[src/rtl/turn_request_if.sv]
// Switch/sequencer-side signal bundle for the turn request controller.
// The controller attaches through the slave modport.
interface turn_request_if #(
  parameter int unsigned CNT_W = 5
) ();
  logic             left_sw;
  logic             right_sw;
  logic             seq_idle;
  logic             left;
  logic             right;
  logic [1:0]       mode;
  logic [CNT_W-1:0] blink_cnt;
  logic             busy;

  modport master (
    output left_sw, right_sw, seq_idle,
    input  left, right, mode, blink_cnt, busy
  );

  modport slave (
    input  left_sw, right_sw, seq_idle,
    output left, right, mode, blink_cnt, busy
  );
endinterface

[src/rtl/turn_request_ctrl.sv]
// Turn-stalk front end: synchronises and debounces both switches, classifies
// tap/hold, and drives clean left/right request levels to the taillight sequencer.
module turn_request_ctrl #(
  parameter int unsigned DEBOUNCE_CYCLES = 4,
  parameter int unsigned TAP_MAX_CYCLES  = 16,
  parameter int unsigned LANE_BLINKS     = 3,
  parameter int unsigned CNT_W           = 5
) (
  input  logic          div_clk,
  input  logic          rst,
  turn_request_if.slave tr
);

  localparam int unsigned DB_W  = $clog2(DEBOUNCE_CYCLES + 1);
  localparam int unsigned CNT_X = CNT_W + 1;
  localparam logic [CNT_X-1:0] LANE_N = CNT_X'(LANE_BLINKS);

  typedef enum logic [2:0] {
    S_IDLE    = 3'd0,
    S_PRESS_L = 3'd1,
    S_HOLD_L  = 3'd2,
    S_LANE_L  = 3'd3,
    S_PRESS_R = 3'd4,
    S_HOLD_R  = 3'd5,
    S_LANE_R  = 3'd6
  } state_t;

  state_t                 state_q, state_d;
  logic [1:0]             sync1_q, sync2_q;
  logic [1:0]             deb_q, deb_d;
  logic [1:0][DB_W-1:0]   dcnt_q, dcnt_d;
  logic [CNT_W-1:0]       hold_q, hold_d;
  logic [CNT_W-1:0]       blink_q, blink_d;
  logic [CNT_W-1:0]       blink_sat;
  logic [CNT_X-1:0]       blink_inc;
  logic                   prev_idle_q;
  logic                   start;
  logic                   side_r, own, oth;
  logic                   left_q, left_d;
  logic                   right_q, right_d;
  logic                   busy_q, busy_d;
  logic [1:0]             mode_q, mode_d;

  // Index 0 is the left stalk, index 1 the right stalk.
  always_comb begin
    deb_d  = deb_q;
    dcnt_d = dcnt_q;
    for (int i = 0; i < 2; i++) begin
      if (sync2_q[i] == deb_q[i]) begin
        dcnt_d[i] = '0;
      end else if (dcnt_q[i] + DB_W'(1) == DB_W'(DEBOUNCE_CYCLES)) begin
        deb_d[i]  = sync2_q[i];
        dcnt_d[i] = '0;
      end else begin
        dcnt_d[i] = dcnt_q[i] + DB_W'(1);
      end
    end
  end

  // A sequence has started when the sequencer leaves idle.
  assign start     = prev_idle_q & ~tr.seq_idle;
  assign side_r    = (state_q == S_PRESS_R) || (state_q == S_HOLD_R) || (state_q == S_LANE_R);
  assign own       = side_r ? deb_q[1] : deb_q[0];
  assign oth       = side_r ? deb_q[0] : deb_q[1];
  assign blink_sat = (&blink_q) ? blink_q : blink_q + CNT_W'(1);
  assign blink_inc = {1'b0, blink_q} + CNT_X'(1);

  always_comb begin
    state_d = state_q;
    hold_d  = hold_q;
    blink_d = blink_q;
    if ((state_q != S_IDLE) && start) begin
      blink_d = blink_sat;
    end
    unique case (state_q)
      S_IDLE: begin
        if (deb_q[0] && !deb_q[1]) begin
          state_d = S_PRESS_L;
          hold_d  = '0;
          blink_d = '0;
        end else if (deb_q[1] && !deb_q[0]) begin
          state_d = S_PRESS_R;
          hold_d  = '0;
          blink_d = '0;
        end
      end
      S_PRESS_L, S_PRESS_R: begin
        if (oth) begin
          state_d = S_IDLE;
        end else if (!own) begin
          state_d = side_r ? S_LANE_R : S_LANE_L;
        end else begin
          hold_d = hold_q + CNT_W'(1);
          if (hold_d == CNT_W'(TAP_MAX_CYCLES)) begin
            state_d = side_r ? S_HOLD_R : S_HOLD_L;
          end
        end
      end
      S_HOLD_L, S_HOLD_R: begin
        if (oth || !own) begin
          state_d = S_IDLE;
        end
      end
      S_LANE_L, S_LANE_R: begin
        // Re-pressing the same stalk re-arms a fresh request.
        if (oth) begin
          state_d = S_IDLE;
        end else if (own) begin
          state_d = side_r ? S_PRESS_R : S_PRESS_L;
          hold_d  = '0;
          blink_d = '0;
        end else if ((start && (blink_inc >= LANE_N)) || ({1'b0, blink_q} >= LANE_N)) begin
          state_d = S_IDLE;
        end
      end
      default: begin
        state_d = S_IDLE;
      end
    endcase
  end

  // Output levels are decoded from the next state and registered alongside it.
  always_comb begin
    left_d  = (state_d == S_PRESS_L) || (state_d == S_HOLD_L) || (state_d == S_LANE_L);
    right_d = (state_d == S_PRESS_R) || (state_d == S_HOLD_R) || (state_d == S_LANE_R);
    busy_d  = left_d | right_d;
    mode_d  = 2'b00;
    case (state_d)
      S_PRESS_L, S_PRESS_R: mode_d = 2'b01;
      S_HOLD_L,  S_HOLD_R:  mode_d = 2'b10;
      S_LANE_L,  S_LANE_R:  mode_d = 2'b11;
      default:              mode_d = 2'b00;
    endcase
  end

  always_ff @(posedge div_clk or posedge rst) begin
    if (rst) begin
      sync1_q     <= '0;
      sync2_q     <= '0;
      deb_q       <= '0;
      dcnt_q      <= '0;
      hold_q      <= '0;
      blink_q     <= '0;
      prev_idle_q <= 1'b0;
      state_q     <= S_IDLE;
      left_q      <= 1'b0;
      right_q     <= 1'b0;
      busy_q      <= 1'b0;
      mode_q      <= 2'b00;
    end else begin
      sync1_q     <= {tr.right_sw, tr.left_sw};
      sync2_q     <= sync1_q;
      deb_q       <= deb_d;
      dcnt_q      <= dcnt_d;
      hold_q      <= hold_d;
      blink_q     <= blink_d;
      prev_idle_q <= tr.seq_idle;
      state_q     <= state_d;
      left_q      <= left_d;
      right_q     <= right_d;
      busy_q      <= busy_d;
      mode_q      <= mode_d;
    end
  end

  assign tr.left      = left_q;
  assign tr.right     = right_q;
  assign tr.busy      = busy_q;
  assign tr.mode      = mode_q;
  assign tr.blink_cnt = blink_q;

endmodule

[src/flat_wrapper.sv]
// flat-port wrapper written by rule: the top's interface ports become plain ports
module turn_request_ctrl_flat 
#(
  parameter int unsigned DEBOUNCE_CYCLES = 4,
  parameter int unsigned TAP_MAX_CYCLES  = 16,
  parameter int unsigned LANE_BLINKS     = 3,
  parameter int unsigned CNT_W           = 5
)
  (div_clk, rst, tr_left_sw, tr_right_sw, tr_seq_idle, tr_left, tr_right, tr_mode, tr_blink_cnt, tr_busy);
  turn_request_if #(.CNT_W(CNT_W)) tr_i ();
  input  logic div_clk;
  input  logic rst;
  input wire logic [$bits(tr_i.left_sw)-1:0] tr_left_sw;
  input wire logic [$bits(tr_i.right_sw)-1:0] tr_right_sw;
  input wire logic [$bits(tr_i.seq_idle)-1:0] tr_seq_idle;
  output wire logic [$bits(tr_i.left)-1:0] tr_left;
  output wire logic [$bits(tr_i.right)-1:0] tr_right;
  output wire logic [$bits(tr_i.mode)-1:0] tr_mode;
  output wire logic [$bits(tr_i.blink_cnt)-1:0] tr_blink_cnt;
  output wire logic [$bits(tr_i.busy)-1:0] tr_busy;
  assign tr_i.left_sw = tr_left_sw;
  assign tr_i.right_sw = tr_right_sw;
  assign tr_i.seq_idle = tr_seq_idle;
  assign tr_left = tr_i.left;
  assign tr_right = tr_i.right;
  assign tr_mode = tr_i.mode;
  assign tr_blink_cnt = tr_i.blink_cnt;
  assign tr_busy = tr_i.busy;
  turn_request_ctrl #(.DEBOUNCE_CYCLES(DEBOUNCE_CYCLES), .TAP_MAX_CYCLES(TAP_MAX_CYCLES), .LANE_BLINKS(LANE_BLINKS), .CNT_W(CNT_W)) u_core (.div_clk(div_clk), .rst(rst), .tr(tr_i));
endmodule
[config.mk]
export PLATFORM = sky130hd
export DESIGN_NAME = turn_request_ctrl_flat
export DESIGN_NICKNAME = d
export VERILOG_FILES = /design/src/rtl/turn_request_if.sv /design/src/rtl/turn_request_ctrl.sv /design/src/flat_wrapper.sv
export SDC_FILE = /design/constraint.sdc
export NUM_CORES = 1
export LEC_CHECK = 0
export ABC_AREA = 1
export CORE_ASPECT_RATIO = 0.9
export CORE_UTILIZATION = 55
export CTS_BUF_LIST = sky130_fd_sc_hd__clkbuf_16
export CTS_CLUSTER_SIZE = 20
export DETAILED_ROUTE_END_ITERATION = 8
export DONT_BUFFER_PORTS = 1
export GPL_ROUTABILITY_DRIVEN = 0
export HOLD_SLACK_MARGIN = 0.08
export PLACE_DENSITY = 0.72
export REMOVE_ABC_BUFFERS = 1
export SLEW_MARGIN = 20
export SYNTH_ARGS = -nofsm -noshare
export SYNTH_HDL_FRONTEND = slang
export SYNTH_SLANG_ARGS = --single-unit
[constraint.sdc]
create_clock -name div_clk -period 4.25 [get_ports div_clk]
set_input_delay 0.85 -clock div_clk [delete_from_list [all_inputs] [get_ports div_clk]]
set_output_delay 0.85 -clock div_clk [all_outputs]
set_load 0.01 [all_outputs]
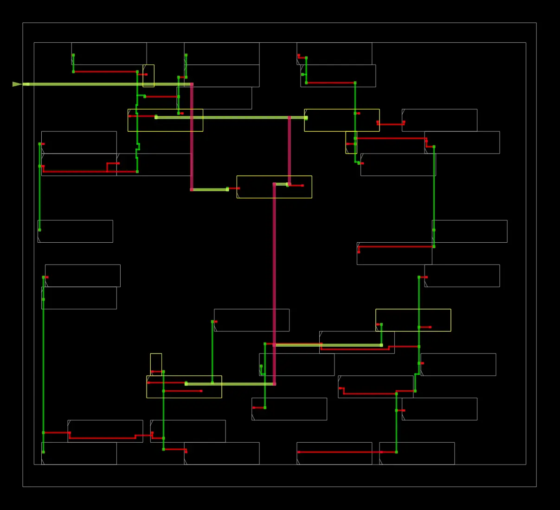
(the clock network)
number of clock buffers in the layout: 5
total CTS buffers: 5

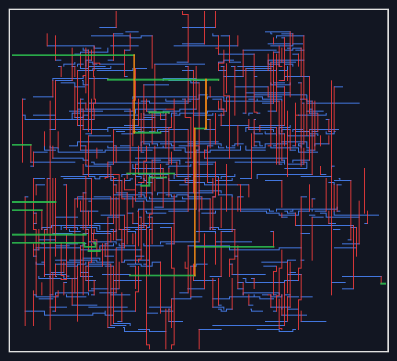
(wiring by layer)
(6 px per um)
- M4: orange (wire length 45.6 um)
- M3: green (wire length 130 um)
- M2: red (wire length 1,610 um)
- M1: blue (wire length 1,530 um)

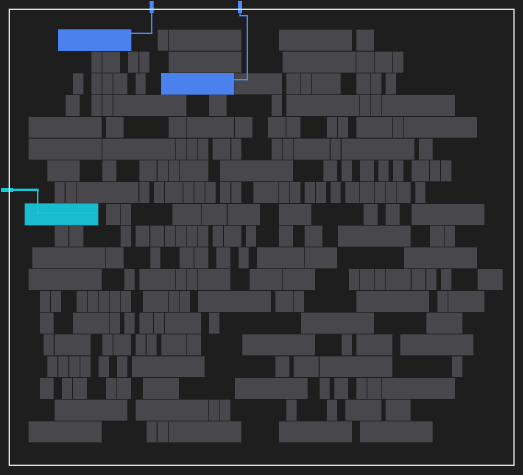
(wires at chosen ports, followed through buffers)
(8 px per um)
- tr_mode: blue (bits 2; direction output; edge top; end cells 2; buffers 0; wire 16.7 um)
- tr_right: cyan (bits 1; direction output; edge left; end cells 1; buffers 0; wire 13.2 um)

==> Slide: Implementation Results <==
Physical Implementation Snapshot

Setup path
  – CP max stage cell: dfrtp_1
  – Critical path class: flop to flop
  – Worst EP arrival: 2.74 ns
  – Reg2Reg Depth: 15
  – Crit end category: flop
  – CP endpoint: u_core.tr.busy

Power
  – Comb pwr: 0.714 mW
  – Combinational power share: 47.0%
  – P_sw: 0.679 mW
  – Pwr top: combinational logic

Timing
  – Worst-Margin Slew: 0.639 ns
  – Final hold violations: 0
  – Setup_tns: 0 ns
  – F_max: 0.387 GHz

Final layout
  – Final nets: 242
  – Final Cell Area: 0.00203 sq mm
  – Most frequent logic cell in the layout: nand2_1
  – Largest cell class: combinational gates
  – Multi-input gates: 150
  – Data buffer area share: 0%
  – Ant diodes: 0
  – Buffers, non-clock: 0

Routing
  – TritonRoute pass-1 iters: 4
  – Wire length per cell: 12.3 um
  – Top routing layer in use: met4

Die
  – Fp_density: 59.0%
  – Horiz. Die Dim: 62.9 um
  – Chip height: 56.8 um

Placed design
  – Cells after DPL: 262
  – Place WS: 1.72 ns

Outcome
  – Outcome: completed

Logic synthesis
  – # Cells Yosys: 220
  – Fa+ha+maj area frac: 6.81%
  – Mux cell area share after synthesis: 0.545%
  – Cell Type Count: 29
  – Yosys simple share: 29.6%

Min path
  – Hold crit path type: flop to flop
  – Worst Hold End: u_core.sync2_q[1]

GRT
  – Vias in the first global route: 1,398
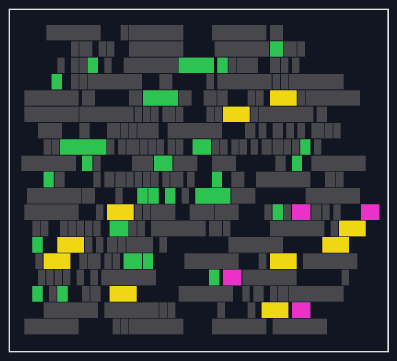
(selected gate families)
(6 px per um)
- xor and xnor cells: magenta (cells 4; most used xnor2_1)
- aoi and oai cells: green (cells 26)
- fa/ha/maj cells: yellow (cells 10; most used ha_1)
multi-input combinational area share: 44.9%
Final Instance Count excl. Fillers: 270

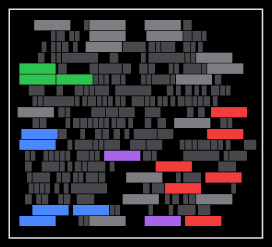
(sequential cells coloured by netlist name)
(4 px per um)
- u_core.dcnt_q: red (placed flops 6)
- u_core.sync1_q: purple (placed flops 2)
- u_core.state_q: green (placed flops 3)
- u_core.tr.blink_cnt: blue (placed flops 5; where bottom left)
- not coloured: 15

cells in the mapped netlist:
cell type	instances	area share, %
nand2_1	49	10
mux2i_1	1	0.54
a311oi_1	1	0.48
o21ai_4	1	0.89
inv_2	6	1.2
inv_1	30	6.1
nand3_2	2	1.1
nand4_1	6	2.0
nand4_2	1	0.68
ha_1	10	6.8
xnor2_1	4	1.9
a21oi_4	2	1.8
inv_4	2	0.68
nor3_1	5	1.4
a21oi_1	7	1.9
o21ai_0	7	1.9
a21oi_2	1	0.48
clkinv_1	1	0.20
nand2_2	6	2.0
a31oi_4	1	1.2
o21ai_2	2	0.95
o21ai_1	3	0.82
dfrtp_1	31	42
nor2_1	17	3.5
o22ai_1	1	0.34
nand2_4	5	3.1
nor2_2	3	1.0
nor2_4	2	1.2
nand3_1	13	3.5
No activity file was given, so power comes from the tool's default toggle rates.
